### config.mk
export PLATFORM = sky130hd
export DESIGN_NAME = syn_lb_router
export DESIGN_NICKNAME = d
export VERILOG_FILES = /design/src/rtl/syn_lb_router.sv
export SDC_FILE = /design/constraint.sdc
export NUM_CORES = 1
export LEC_CHECK = 0
export ABC_AREA = 1
export CORE_MARGIN = 2
export CORE_UTILIZATION = 35
export CTS_CLUSTER_DIAMETER = 200
export DETAILED_ROUTE_END_ITERATION = 8
export PLACE_DENSITY = 0.74
export SLEW_MARGIN = 30
export SYNTH_ARGS = -nofsm -noshare
export SYNTH_HDL_FRONTEND = slang
export SYNTH_SLANG_ARGS = --single-unit
### constraint.sdc
create_clock -name clk_ir -period 2.11 [get_ports clk_ir]
set_input_delay 0.633 -clock clk_ir [delete_from_list [all_inputs] [get_ports clk_ir]]
set_output_delay 0.633 -clock clk_ir [all_outputs]
set_load 0.05 [all_outputs]
### src/rtl/syn_lb_router.sv
// syn_lb_router: fans one local-bus master out to NUM_SLAVES slave ports.
// Decodes the block code from the upper address bits, registers request and
// response, bounds the single outstanding transaction with a timeout and
// generates stretched per-slave soft-reset pulses from a reserved address.
module syn_lb_router #(
  parameter int                    NUM_SLAVES     = 4,
  parameter int                    DATA_W         = 32,
  parameter int                    ADDR_W         = 12,
  parameter int                    SLV_ADDR_W     = 8,
  parameter int                    TIMEOUT_CYCLES = 255,
  parameter logic [SLV_ADDR_W-1:0] SRST_REG_ADDR  = 8'hFF,
  parameter int                    SRST_PULSE_W   = 4,
  parameter logic [DATA_W-1:0]     ERR_DATA       = 32'hDEADDEAD
) (
  input  logic                         clk_ir,
  input  logic                         rst_sync,
  input  logic                         lb_rd_en,
  input  logic                         lb_wr_en,
  input  logic [ADDR_W-1:0]            lb_addr,
  input  logic [DATA_W-1:0]            lb_wr_data,
  output logic                         lb_rd_valid,
  output logic                         lb_wr_valid,
  output logic [DATA_W-1:0]            lb_rd_data,
  output logic                         lb_err,
  output logic [NUM_SLAVES-1:0]        slv_rd_en,
  output logic [NUM_SLAVES-1:0]        slv_wr_en,
  output logic [SLV_ADDR_W-1:0]        slv_addr,
  output logic [DATA_W-1:0]            slv_wr_data,
  input  logic [NUM_SLAVES-1:0]        slv_rd_valid,
  input  logic [NUM_SLAVES-1:0]        slv_wr_valid,
  input  logic [NUM_SLAVES*DATA_W-1:0] slv_rd_data,
  output logic [NUM_SLAVES-1:0]        slv_rst
);

  localparam int CODE_W = ADDR_W - SLV_ADDR_W;
  localparam int TMO_W  = $clog2(TIMEOUT_CYCLES + 1);
  localparam int SRST_W = $clog2(SRST_PULSE_W + 1);

  // One extra bit so that NUM_SLAVES == 2**CODE_W is still representable.
  localparam logic [CODE_W:0]   NUM_SLAVES_C = (CODE_W + 1)'(NUM_SLAVES);
  localparam logic [TMO_W-1:0]  TMO_MAX      = TMO_W'(TIMEOUT_CYCLES);
  localparam logic [SRST_W-1:0] SRST_LOAD    = SRST_W'(SRST_PULSE_W);

  typedef enum logic [1:0] {
    IDLE,
    WAIT,
    RESP
  } state_t;

  state_t                  state_q, state_d;
  logic [NUM_SLAVES-1:0]   sel_q, sel_d;
  logic                    is_wr_q;
  logic [TMO_W-1:0]        tmo_cnt;
  logic [SRST_W-1:0]       srst_cnt [NUM_SLAVES];

  logic [CODE_W-1:0]       req_code;
  logic [SLV_ADDR_W-1:0]   req_local;
  logic                    req;
  logic                    code_ok;
  logic                    slv_match;
  logic [DATA_W-1:0]       rd_mux;

  logic accept, fwd, srst_hit, dec_err, slv_hit, tmo_hit;
  logic resp_now, resp_wr, resp_err;

  assign req       = lb_rd_en | lb_wr_en;
  assign req_code  = lb_addr[ADDR_W-1:SLV_ADDR_W];
  assign req_local = lb_addr[SLV_ADDR_W-1:0];
  assign code_ok   = {1'b0, req_code} < NUM_SLAVES_C;

  // One-hot decode of the incoming block code; all-zero for out-of-range codes.
  always_comb begin
    // NOTE: every signal written here gets a default first so no latch is inferred.
    sel_d = '0;
    for (int i = 0; i < NUM_SLAVES; i++) begin
      sel_d[i] = (req_code == CODE_W'(i));
    end
  end

  // Response match from the selected slave only, of the latched operation type.
  always_comb begin
    slv_match = is_wr_q ? |(slv_wr_valid & sel_q) : |(slv_rd_valid & sel_q);
    rd_mux    = '0;
    for (int i = 0; i < NUM_SLAVES; i++) begin
      if (sel_q[i]) rd_mux = rd_mux | slv_rd_data[i*DATA_W +: DATA_W];
    end
  end

  // FSM state register.
  always_ff @(posedge clk_ir) begin
    // NOTE: sequential state uses non-blocking assignments so every flop samples pre-edge values.
    if (rst_sync) state_q <= IDLE;
    else          state_q <= state_d;
  end

  // Next-state decode and the per-cycle actions that drive the datapath.
  always_comb begin
    state_d  = state_q;
    accept   = 1'b0;
    fwd      = 1'b0;
    srst_hit = 1'b0;
    dec_err  = 1'b0;
    slv_hit  = 1'b0;
    tmo_hit  = 1'b0;
    case (state_q)
      IDLE: begin
        if (req) begin
          accept = 1'b1;
          if (!code_ok) begin
            dec_err = 1'b1;
            state_d = RESP;
          end else if (lb_wr_en && (req_local == SRST_REG_ADDR)) begin
            srst_hit = 1'b1;
            state_d  = RESP;
          end else begin
            fwd     = 1'b1;
            state_d = WAIT;
          end
        end
      end
      WAIT: begin
        // A valid arriving on the last allowed cycle still wins over the timeout.
        if (slv_match) begin
          slv_hit = 1'b1;
          state_d = RESP;
        end else if (tmo_cnt == TMO_MAX) begin
          tmo_hit = 1'b1;
          state_d = RESP;
        end
      end
      RESP:    state_d = IDLE;
      default: state_d = IDLE;
    endcase
    resp_now = dec_err | srst_hit | slv_hit | tmo_hit;
    resp_wr  = (state_q == IDLE) ? lb_wr_en : is_wr_q;
    resp_err = dec_err | tmo_hit;
  end

  // Request latch, one-cycle strobes, timeout counter and registered LB response.
  always_ff @(posedge clk_ir) begin
    if (rst_sync) begin
      sel_q       <= '0;
      is_wr_q     <= 1'b0;
      tmo_cnt     <= '0;
      slv_addr    <= '0;
      slv_wr_data <= '0;
      slv_rd_en   <= '0;
      slv_wr_en   <= '0;
      lb_rd_valid <= 1'b0;
      lb_wr_valid <= 1'b0;
      lb_err      <= 1'b0;
      lb_rd_data  <= '0;
    end else begin
      slv_rd_en   <= '0;
      slv_wr_en   <= '0;
      lb_rd_valid <= resp_now & ~resp_wr;
      lb_wr_valid <= resp_now & resp_wr;
      lb_err      <= resp_now & resp_err;

      if (accept) begin
        sel_q       <= sel_d;
        is_wr_q     <= lb_wr_en;
        slv_addr    <= req_local;
        slv_wr_data <= lb_wr_data;
      end

      if (fwd) begin
        slv_wr_en <= lb_wr_en ? sel_d : '0;
        slv_rd_en <= lb_wr_en ? '0 : sel_d;
        tmo_cnt   <= '0;
      end else if (state_q == WAIT && !slv_hit && !tmo_hit) begin
        tmo_cnt <= tmo_cnt + TMO_W'(1);
      end

      if (resp_now && !resp_wr) begin
        lb_rd_data <= resp_err ? ERR_DATA : rd_mux;
      end
    end
  end

  // Per-slave soft-reset counters: reload on trigger, otherwise count down to zero.
  always_ff @(posedge clk_ir) begin
    for (int i = 0; i < NUM_SLAVES; i++) begin
      // NOTE: this counter array is a few flops rather than a RAM, so it is reset like any register.
      if (rst_sync)                  srst_cnt[i] <= '0;
      else if (srst_hit && sel_d[i]) srst_cnt[i] <= SRST_LOAD;
      else if (srst_cnt[i] != '0)    srst_cnt[i] <= srst_cnt[i] - SRST_W'(1);
    end
  end

  // Soft reset is held on for every slave while the router itself is in reset.
  always_comb begin
    slv_rst = '0;
    for (int i = 0; i < NUM_SLAVES; i++) begin
      slv_rst[i] = rst_sync | (srst_cnt[i] != '0);
    end
  end

endmodule

### Congestion heat map

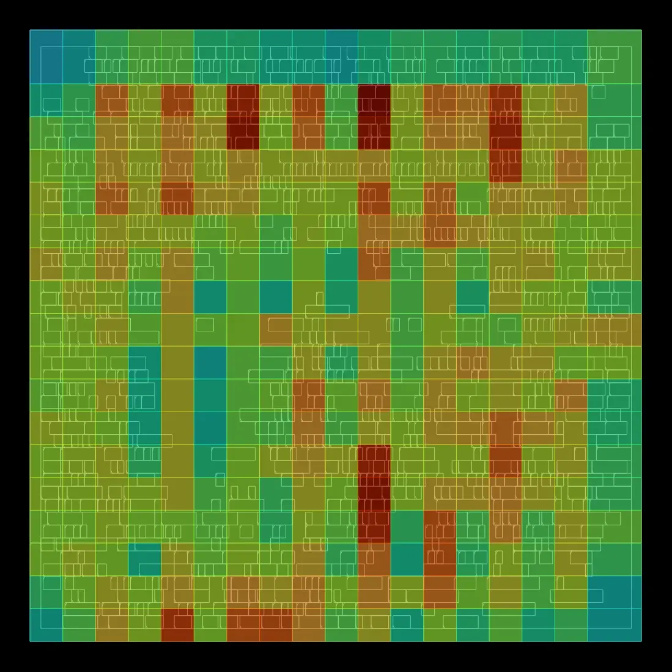
met2 GRT Util: 0.3317
met3 GRT Util: 0.06112
Avg WL per Cell: 13.68 um
GR Layer Usage met1: 0.2503

### Placed cells, one color a class

The bar under the picture is 50 um long. Fill, decap, tap and diode cells in gray.
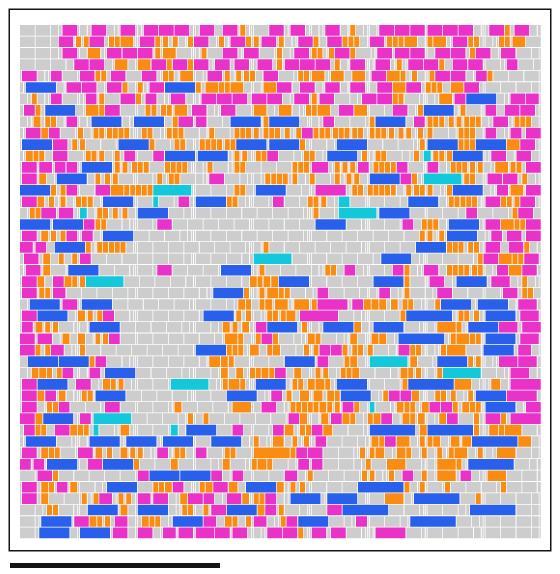
class	color	cells	share of their area
remaining buffers and delay cells	magenta	308	35%
registers	blue	110	28%
remaining logic cells	orange	650	35%
clock drivers and dummy loads	cyan	16	3.1%
Row Count: 45
core footprint: 0.01520 sq mm
final instance area: 0.008653 sq mm

==> impl_metrics.tcl <==
# implementation run metrics
set metrics [dict create \
    status "finished clean" \
    logic_family "simple AND/OR/NAND/NOR gates" \
    largest_area_cell "dfxtp_1" \
    tightestPinTransition_ps 516.5 \
    cts_setup_buffers 1 \
    tritoncts "yes" \
    compound_area_frac 0.1156 \
    lay_top_cells "nand2_1 (235), clkdlybuf4s50_1 (181), nor2_1 (180)" \
    place_inst 1250 \
    drive_gt1_frac 0.1292 \
    totalPowerFinal_mw 7.501 \
    initCoreUtil 0.3575 \
    grt_max_degree 66 \
    holdCritPathClass "register to register" \
    drcViolationCount 0 \
    htree_num_levels 3 \
    dr_wl_met2_mm 8.294 \
    lay_top_count "nand2_1" \
    yosysSeqAreaShare 0.4273 \
    largestClassByArea "non-clock buffers" \
    final_cells 1272 \
    crit_cells 6 \
    setup_viol 0 \
    cp_common_cell "inv_1" \
    p_switching_mw 2.952 \
    pg_comb_mw 3.28 \
    top_usage_layer "met2" \
    clkCellAreaFrac 0.02993 \
    critPathTopFamily "flip-flops" \
    reg2reg_depth 11 \
    postCtsHoldBufs 0 \
    ys_sh_simple 0.3264 \
    min_to "tmo_cnt[5]$_SDFFE_PP0P_" \
    path_class "register to primary output" \
    syn_area_sq_mm 0.005435 \
    synthMostInstantiatedCell "nand2_1" \
    r2r-end "lb_rd_data[26]$_SDFFE_PP0P_" \
    yosysWarnings 0 \
    place_ws_ps -260.8 \
    startpoint "srst_cnt[3][0]$_SDFFCE_PN0P_" \
    synth_flops 110 \
    clock-root-buffer "clkbuf_16" \
    cts_resized 17 \
    non_clock_buffer_count 308 \
    powerDensity_mw_per_mm2 866.8 \
    finClkSkew_ps 7.498 \
    hold_start "tmo_cnt[5]$_SDFFE_PP0P_" \
    arrival_ps 1400 \
    drt_iter0_drc 287 \
    timing.critical_path.buf_inv 3 \
    r2r_start "tmo_cnt[0]$_SDFFE_PP0P_" \
    fillerInstances 1450 \
    max_stage_delay_ps 390 \
    flop-count 110 \
    viasPerCell 4.582 \
    buf_share 0.3383 \
    nWellTaps 188 \
    final.min_clock_period_ps 2030 \
    synthTopCellsByCount "nand2_1 (241), nor2_1 (185), dfxtp_1 (98)" \
    logic_area_sq_mm 0.002605 \
    cts_buffers 9 \
    maxCapViolCount 0 \
    yosys-stat-area_sq_mm 0.005435 \
    die_w_um 128.6 \
    yosysCellCount 806 \
    p_comb_frac 0.437 \
    die-height_um 128.6 \
    route.met3.wl_mm 1.261 \
    adder_share 0.02072 \
    syn-instance-count 806 \
    slew_headroom 0.6551 \
    path_clk_slew_ps 70 \
]
### Sequential cells colored by netlist name

The bar under the picture is 50 um long. Other sequential cells in the stronger gray, the rest of the logic in the fainter gray.
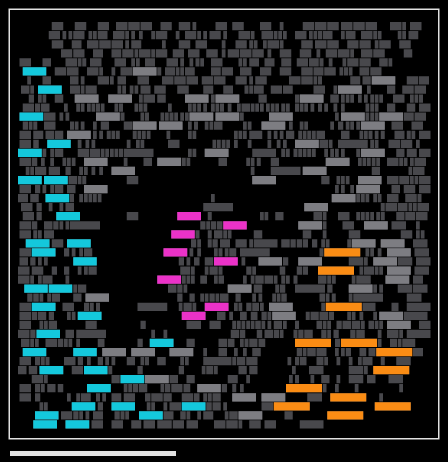
netlist name	color	sequential cells	where
srst_cnt	orange	12	south-east
tmo_cnt	magenta	8	center
slv_wr_data	cyan	32	a column on the left
not colored	58
final core utilization: 0.5692
flop share of the area: 0.2684
Flop area: 0.002322 sq mm
P_seq: 2.68 mW

### Signal wires by layer

The bar under the picture is 50 um long. Only two layers are drawn.
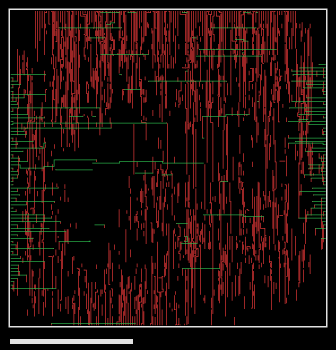
layer	color	wire length
M2	red	8,290 um
M3	green	1,260 um
wirelength, routed: 17.40 mm
via count: 5,828
GRT Resource Usage Total: 0.1992

Power is estimated from default activity; no workload was simulated.
